Design sys_ctrl_rx_burst, sky130hd; sources not shown.
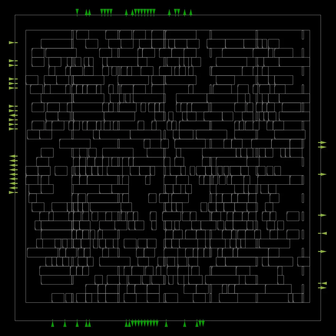
Fig. 1. Cell outlines without signal wires (run 1).
Rows: 30
Fillers: 631
fin util: 61.1%

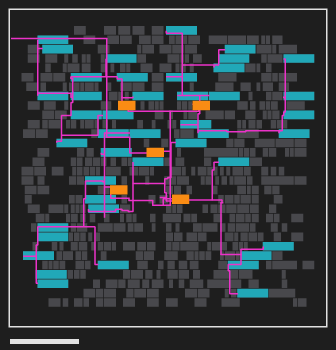
Fig. 2. Clock distribution (run 1).
The bar under the picture is 20 um long.
[orange] clock-net drivers | count: 5
[cyan] flip-flops | count: 43
[magenta] clock wires | length: 637 um
routed clock nets: 6
Clock net power: 0.000166 W
Worst-Skew Late Latency: 310 ps

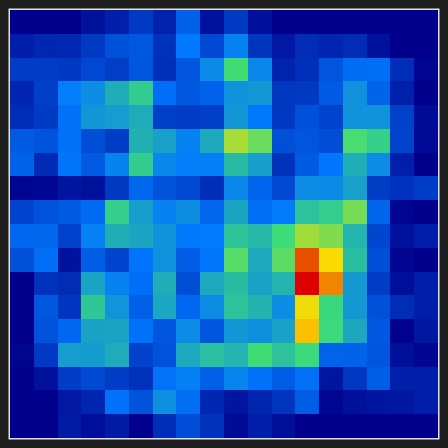
Fig. 3. Routed metal per tile (run 1).
The die is cut into 18 by 18 equal tiles; dark blue is low, red is high, scaled to the fullest tile. Values are wire area over tile area, all layers added.
fullest tile: 0.89
mean over tiles: 0.18
tiles over half the peak: 4.9%
emptiest ninth of the die: upper right
nearly empty tiles: 12%
WL/cell: 16.9 um
Total GRT Usage: 22.4%

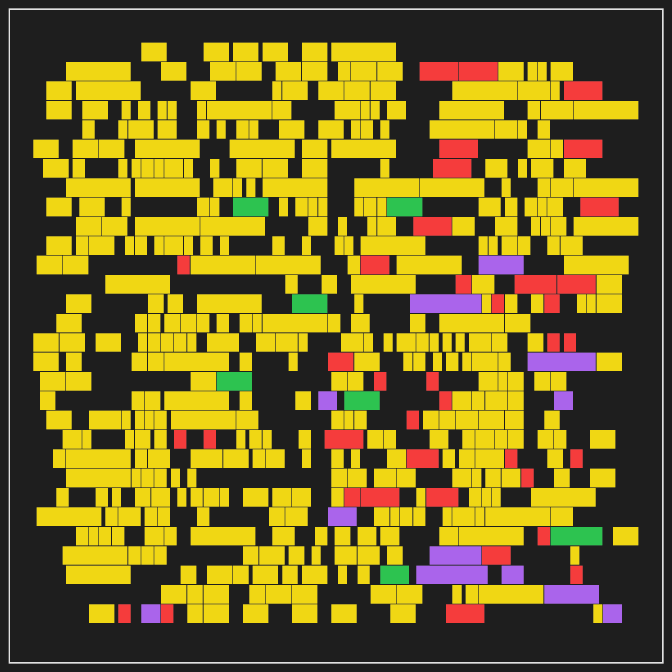
Fig. 4. Sizing map (run 1).
[red] x2 | cells: 38 | share: 8.1%
[purple] x3 and x4 | cells: 12 | share: 2.6%
[green] x6 and larger | cells: 7 | share: 1.5%
[yellow] x1 and smaller | cells: 410 | share: 88%
synthesis-to-finish area growth: 25.8%
post-route setup slack: 1380 ps
bufs w/o clock: 94

==> flow_summary.ini, run 1 <==
; flow metrics
[floorplan]
fp_util_pct = 48.5
die_w_um = 91.6
die_height_um = 91.6
core_area_um2 = 6940
ioPinCount = 71

[final_layout]
flops = 43
lay_top_count = clkdlybuf4s50_1
sh_comb_area_pct = 49.7
largest_reg_flops = 16
stdcell_area_um2 = 4240
seqCellArea_um2 = 1080
final-comb-area_um2 = 2110
fin_cells = 563

[logic_synthesis]
ys_chip_area_um2 = 3370
synth.most_common_cell = nand2_1
synthArstFlopShare_pct = 100
syn_nets = 436
aoi_share_pct = 23.3
ys_sh_xor_pct = 3.12
fa_ha_area_share_pct = 1.86

[placed_design]
preCtsSetupSlack_ps = 1460
postPlaceCellArea_um2 = 4160
place_congestion = 0.948

[sta]
final_hold_viol_count = 0
setup_viol = 0
period_needed_ps = 5520
fin_tns_setup_ps = 0
slew_viol_final = 0
rsz0062_at_grt = no
finalCritPeriodShare_pct = 80.0
maxSlewHeadroom_pct = 41.2
worst_pin_slew_ps = 878

[setup_path]
path_cells = clkdlybuf4s50_1 > clkbuf_1 > o21ai_1 > nor4_1 > and2_1 > clkdlybuf4s50_1
crit_buf_inv = 3
r2r_setup_slack_ps = 4170

[global_routing]
grt_pass1_wl_um = 15500
antenna_found_initial = 0
overflow = 0

[flow_run]
warnings = 28
drv_cap = 0

[power_and_ir_drop]
power.leakage_nw = 1.62
clockPowerShare_pct = 10.7
power_frac_comb_pct = 61.6

[run_status]
status = completed

[detailed_routing]
drt_iter0_drc = 244
highest_layer = met4
drc_errors = 0
wl_met3_um = 630

[worst_hold_path]
hold_depth = 2
hold_path.class = reg2reg

[cts]
cts_tree = yes
==> run 2, diff against run 1 <==
--- a/config.mk
+++ b/config.mk
@@ -5,7 +5,7 @@
 export SDC_FILE = /design/constraint.sdc
 export NUM_CORES = 1
 export LEC_CHECK = 0
-export ABC_CLOCK_PERIOD_IN_PS = 6900
+export ABC_CLOCK_PERIOD_IN_PS = 5600
 export CORE_MARGIN = 3
 export CORE_UTILIZATION = 46
 export DETAILED_ROUTE_END_ITERATION = 16
==> constraint.sdc (replaced) <==
create_clock -name clk -period 5.6 [get_ports clk]
set_input_delay 1.12 -clock clk [delete_from_list [all_inputs] [get_ports clk]]
set_output_delay 1.12 -clock clk [all_outputs]
set_load 0.03 [all_outputs]
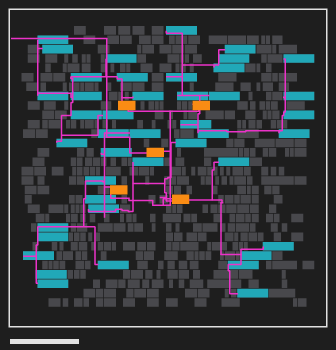
Fig. 5. Clock distribution (run 2).
The bar under the picture is 20 um long.
[orange] clock-net drivers | count: 5
[magenta] clock wires | length: 637 um
[cyan] flip-flops | count: 43
routed clock nets: 6
Clock Skew: 10.9 ps
Clock net power: 0.000204 W

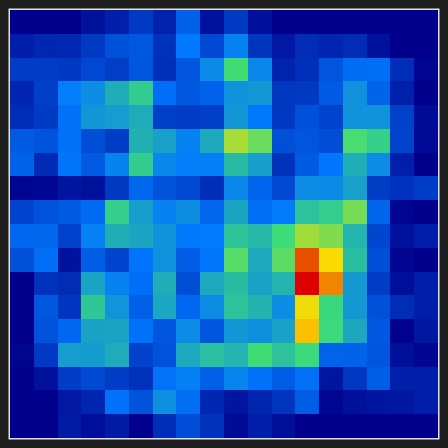
Fig. 6. Routed metal per tile (run 2).
The die is cut into 18 by 18 equal tiles; dark blue is low, red is high, scaled to the fullest tile. Values are wire area over tile area, all layers added.
via count: 3,374
Routed WL: 9500 um

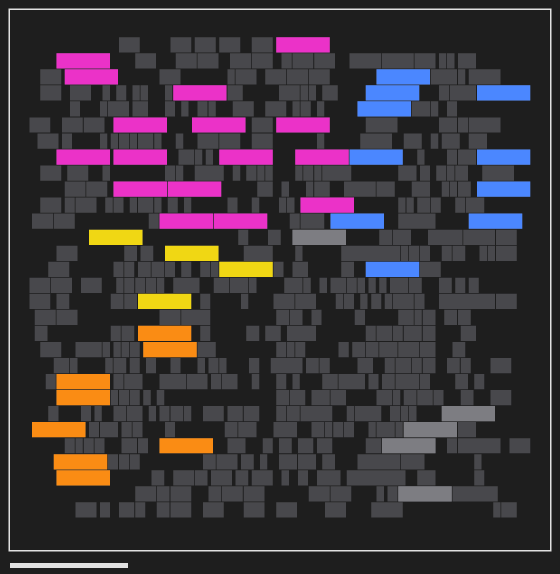
Fig. 7. Sequential cells grouped by signal name (run 2).
The bar under the picture is 20 um long. Other sequential cells in the stronger gray, the rest of the logic in the fainter gray.
[yellow] `r_addr` | sequential cells: 4
[blue] `u_tmo.r_cnt` | sequential cells: 10 | where: upper right
[orange] `r_cnt` | sequential cells: 8 | where: lower left
[magenta] `r_tx_buf` | sequential cells: 16
register area: 1080 um2
Seq power: 0.000531 W
Seq area share: 25.4%

==> run 2 against run 1 <==
  * Register-to-register slack got worse by 1300 ps
  * Via count unchanged
  * Worst setup slack got worse by 780 ps
  * Area after synthesis unchanged
  * Global-route usage unchanged
  * Non-clock buffer count unchanged
  * Critical path depth unchanged
  * Sequential power increased by 23%
  * Critical endpoint unchanged
  * Largest cell class unchanged
==> flow_summary.ini, run 2 <==
; flow metrics
[run_status]
status = completed

[sta]
maxSlewHeadroom_pct = 41.2
period_needed_ps = 5000
setup_viol = 0
setup_slack_ps = 603
fin_tns_setup_ps = 0
finalCritPeriodShare_pct = 89.2
worst_pin_slew_ps = 878
slew_viol_final = 0
final_hold_viol_count = 0

[final_layout]
largest_reg_flops = 16
stdcell_area_um2 = 4240
final_util_pct = 61.1
sh_comb_area_pct = 49.7
area_delta_synth_final_pct = 25.8
final-comb-area_um2 = 2110
lay_top_count = clkdlybuf4s50_1
buffers = 94

[setup_path]
crit_buf_inv = 3
r2r_setup_slack_ps = 2870
crit_cells = 6
path_cells = clkdlybuf4s50_1 > clkbuf_1 > o21ai_1 > nor4_1 > and2_1 > clkdlybuf4s50_1

[logic_synthesis]
fa_ha_area_share_pct = 1.86
aoi_share_pct = 23.3
synthArstFlopShare_pct = 100
syn_nets = 436
ys_chip_area_um2 = 3370
synth.most_common_cell = nand2_1
synth.area.top_cells = dfrtp_1, nand2_1, o21ai_0, nor4b_2, a21oi_1
synthCells = 393

[flow_run]
warnings = 28
drv_cap = 0

[worst_hold_path]
hold_path.class = reg2reg
hold_depth = 2

[detailed_routing]
drc_errors = 0
drt_pass1_iterations = 7
wl_met3_um = 630
highest_layer = met4
drt_iter0_drc = 244
wl_per_cell_um = 16.9

[global_routing]
overflow = 0
grt_pass1_wl_um = 15500
grt_use_total_pct = 22.4

[power_and_ir_drop]
power_frac_comb_pct = 61.6
power.leakage_nw = 1.62
pwr-share-seq_pct = 27.7
clockPowerShare_pct = 10.7

[placed_design]
postPlaceCellArea_um2 = 4160
place_congestion = 0.948
preCtsSetupSlack_ps = 680

[floorplan]
die_height_um = 91.6
die_w_um = 91.6
fp_util_pct = 48.5
num_rows = 30
ioPinCount = 71
core_area_um2 = 6940

[cts]
cts_tree = yes
Power is estimated from default activity; no workload was simulated.
